==> images/pdn.png <==
Bar = 20 um. Pins as bars on the die edge.
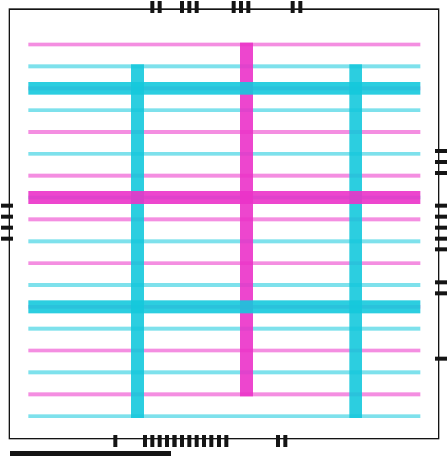
==> images/cell_classes.png <==
Bar = 20 um.
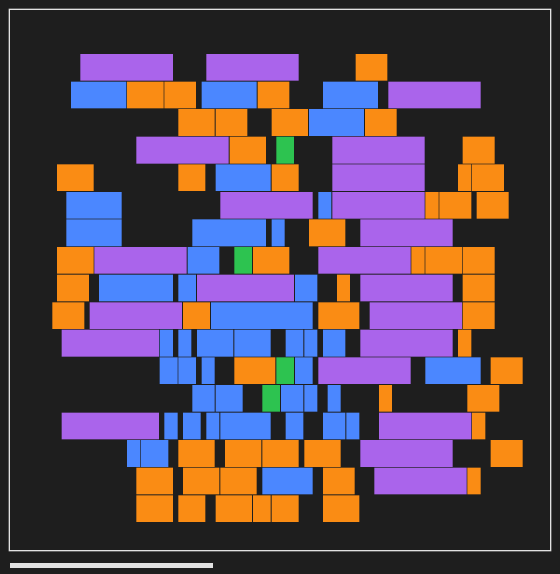
===== src/rtl/demux_stream_1_n.sv =====
// demux_stream_1_n: one-word holding stage that delivers each input word to
// a single output channel (unicast) or to every channel (broadcast).
//
// Ports
//   clk        clock, all state updates on the rising edge
//   rst_n      asynchronous active-low reset
//   D          input data word
//   S          destination channel index (ignored when bcast=1)
//   bcast      deliver the word to all N channels
//   in_valid   D/S/bcast are valid
//   in_ready   a word is accepted this cycle
//   Y          held data word, shared by all channels
//   out_valid  per-channel offer mask (equals the pending mask)
//   out_ready  per-channel accept mask
//   err        one-cycle pulse after a word is dropped for an illegal select
//   drop_cnt   saturating count of dropped words
module demux_stream_1_n #(
  parameter int unsigned DATA_W = 8,
  parameter int unsigned N      = 4,
  parameter int unsigned SEL_W  = 2
) (
  input  logic              clk,
  input  logic              rst_n,
  input  logic [DATA_W-1:0] D,
  input  logic [SEL_W-1:0]  S,
  input  logic              bcast,
  input  logic              in_valid,
  output logic              in_ready,
  output logic [DATA_W-1:0] Y,
  output logic [N-1:0]      out_valid,
  input  logic [N-1:0]      out_ready,
  output logic              err,
  output logic [7:0]        drop_cnt
);

  typedef enum logic [0:0] {StEmpty, StBusy} state_e;

  state_e              state_q, state_d;
  logic [N-1:0]        pending_q, pending_d;
  logic [N-1:0]        sel_onehot;
  logic [DATA_W-1:0]   y_q, y_d;
  logic                err_q, err_d;
  logic [7:0]          cnt_q, cnt_d;
  logic                sel_legal;
  logic                accept;

  // Decode S; an all-zero result means S >= N and the word must be dropped.
  always_comb begin
    sel_onehot = '0;
    for (int unsigned k = 0; k < N; k++) begin
      if (S == SEL_W'(k)) sel_onehot[k] = 1'b1;
    end
  end

  assign sel_legal = |sel_onehot;

  // Ready as soon as every still-pending channel is taking the word this
  // cycle, so a new word can follow the last delivery with no bubble.
  assign in_ready = (state_q == StEmpty) || ((pending_q & ~out_ready) == '0);
  assign accept   = in_valid & in_ready;

  always_comb begin
    state_d   = state_q;
    pending_d = pending_q;
    y_d       = y_q;
    err_d     = 1'b0;
    cnt_d     = cnt_q;

    if (state_q == StBusy) pending_d = pending_q & ~out_ready;

    if (accept) begin
      if (bcast) begin
        pending_d = '1;
        y_d       = D;
      end else if (sel_legal) begin
        pending_d = sel_onehot;
        y_d       = D;
      end else begin
        // Dropped word: pending and Y keep their (already cleared) values.
        err_d = 1'b1;
        if (cnt_q != 8'hFF) cnt_d = cnt_q + 8'd1;
      end
    end

    state_d = (pending_d != '0) ? StBusy : StEmpty;
  end

  always_ff @(posedge clk or negedge rst_n) begin
    if (!rst_n) begin
      state_q   <= StEmpty;
      pending_q <= '0;
      y_q       <= '0;
      err_q     <= 1'b0;
      cnt_q     <= 8'd0;
    end else begin
      state_q   <= state_d;
      pending_q <= pending_d;
      y_q       <= y_d;
      err_q     <= err_d;
      cnt_q     <= cnt_d;
    end
  end

  assign Y         = y_q;
  assign out_valid = pending_q;
  assign err       = err_q;
  assign drop_cnt  = cnt_q;

endmodule


===== config.mk =====
export PLATFORM = sky130hd
export DESIGN_NAME = demux_stream_1_n
export DESIGN_NICKNAME = d
export VERILOG_FILES = /design/src/rtl/demux_stream_1_n.sv
export SDC_FILE = /design/constraint.sdc
export NUM_CORES = 1
export LEC_CHECK = 0
export CAP_MARGIN = 20
export CORE_MARGIN = 2
export CORE_UTILIZATION = 38
export CTS_BUF_LIST = sky130_fd_sc_hd__clkbuf_2
export DETAILED_ROUTE_END_ITERATION = 6
export GPL_TIMING_DRIVEN = 0
export PLACE_DENSITY = 0.84
export SKIP_LAST_GASP = 1
export SYNTH_ARGS = -nofsm -noshare
export SYNTH_HDL_FRONTEND = slang
export SYNTH_SLANG_ARGS = --single-unit

===== constraint.sdc =====
create_clock -name clk -period 1.45 [get_ports clk]
set_input_delay 0.29 -clock clk [delete_from_list [all_inputs] [get_ports clk]]
set_output_delay 0.29 -clock clk [all_outputs]
set_load 0.02 [all_outputs]

==> results.toml <==
# flow metrics
[synthesis]
top_cell = "dfrtp_1"
synth.cell_area_um2 = 922
top_area_share_pct = 59.7
yosys-top-cells-count = "dfrtp_1 (22), clkbuf_1 (8), mux2_4 (8)"
ys_seq_elements = 22
top_cells_by_area = "dfrtp_1 (60%), mux2_4 (13%), clkbuf_1 (3.3%)"
flop_cell = "dfrtp_1"
ys_async_sr_fraction_pct = 100
yosysCellCount = 71
synth_nets = 89
edf_count = 0
ys_area_um2 = 922
yosysWarnings = 0
synth_cell_types = 22

[global_routing]
grt_pass1_vias = 779
antenna_found_initial = 0
grt.total_usage_pct = 17.1
grt_max_degree = 23

[power]
seq_power_share_pct = 37.1
powerClk_uw = 245
leakagePower_uw = 0.000715
power.share.switching_pct = 38.0
p_total_uw = 2520
clkPwrFrac_pct = 9.7
switchingPower_uw = 956
comb_cell_power_uw = 1340
seq_cell_power_uw = 933

[cells_and_area]
final_layout_size_suffix_gt1_share_pct = 24.0
final_cell_mix = "dfrtp_1 (19), dlygate4sd2_1 (18), clkdlybuf4s50_1 (17)"
finish.utilization_pct = 63.1
diodes = 0
final_cell_area_um2 = 1420
fin_cells = 149
layout_top_cell = "dfrtp_1"
nets = 140

[clock_network]
tritoncts = "done"
numCtsBuffers = 3
post_cts_buffers = 5
cts_hold_buf = 0
htree_levels = 1
cts.path.max_buffers = 2
clock-sinks = 22
insertion_delay_ns = 0.31

[outcome]
violations = "setup timing"
status = "finished, violations left"

[worst_setup_path]
crit_family = "flip-flops"
path_cells = "nor2b_4, o41ai_4, buf_4"
cp_data_arrival_time_ns = 1.52
cp.required_ns = 1.16
cp-start-kind = "flop"
cp-startpoint = "out_valid[0]$_DFF_PN0_"
r2r-start = "out_valid[0]$_DFF_PN0_"
path_max_fanout = 4
reg2reg_depth = 5
slowest_delay_ns = 0.47
critPathKind = "flop to output port"
path_buffers = 1
worstSetupPathDepth = 3
cp-endpoint = "in_ready"
timing.rr.end = "Y[1]$_DFFE_PN0P_"
slowest_stage = "dfrtp_2"
end_kind = "output port"

[min_path]
hp-class = "input pin to asynchronous set/reset pin"

[drt]
firstDrtPassIters = 4
ant_nets = 0
wl_per_cell_um = 14.2
drt-vias-per-instance = 4.79
remaining_drc_errors = 0
drt-total-wl_um = 2120

[run]
warnings = 29
max_cap_violations = 0

[final_timing]
max_slew_margin_pct = 37.4
tns_ns = -3.52
hold_slack_ns = 0.466
setup_violations = 13
rsz0062_at_grt = "yes"
slew_violations = 0
fin_crit_ns = 1.81
hold_violations = 0
timing.final.ws_setup_ns = -0.363
period_used_pct = 125

[placement]
placedInstanceArea_um2 = 1350
place_congestion = 0.755
dp_worst_setup_slack_ns = -0.897
place_inst = 138

[die]
coreArea_um2 = 2250
ios = 40
initCoreUtil_pct = 40.9
-- pdn.png (at the start) --
Key: magenta = VDD; cyan = VSS
The core has 17 rows. 18 met1 rails follow the rows. 3 straps on met4.
Die W: 53.3 um
Peak supply drop: 1.15 mV

-- cell_classes.png (at the start) --
Key: orange = other buffers and delay cells [cells 53, share of their area 32%]; blue = all other logic [cells 42, share of their area 27%]; green = clock drivers and dummy loads [cells 4, share of their area 1.4%]; purple = flip-flops [cells 22, share of their area 40%]

cells by family after synthesis:
kind of cell,share of synthesized area (%)
mux,15.2
compound gates,7.73
simple gates,12.9
buf+inv,4.07
other cells,0.407
flops,59.7
sequential cells by signal (all words and copies together), names as in the netlist:
register,flops
state_q,1
Y,8
out_valid,4
err,1
drop_cnt,8
per-layer routing:
layer / GRT usage, % / part of all wire (%)
met1: 19.2 / 40
met2: 29.6 / 53
met3: 1.69 / 3.9
met4: 12.4 / 2.9
met5: 0 / 0
layout make-up:
class | count | area [um^2] | share of cell area, %
plain buffers | 8 | 30.0 | 2.11
clock buffers | 4 | 20.0 | 1.41
inverters | 2 | 7.51 | 0.528
multi-input cells | 40 | 363 | 25.5
flip-flops and latches | 22 | 554 | 39.0
well taps | 28 | 35.0 | 2.46
repair buffers | 45 | 413 | 29.0
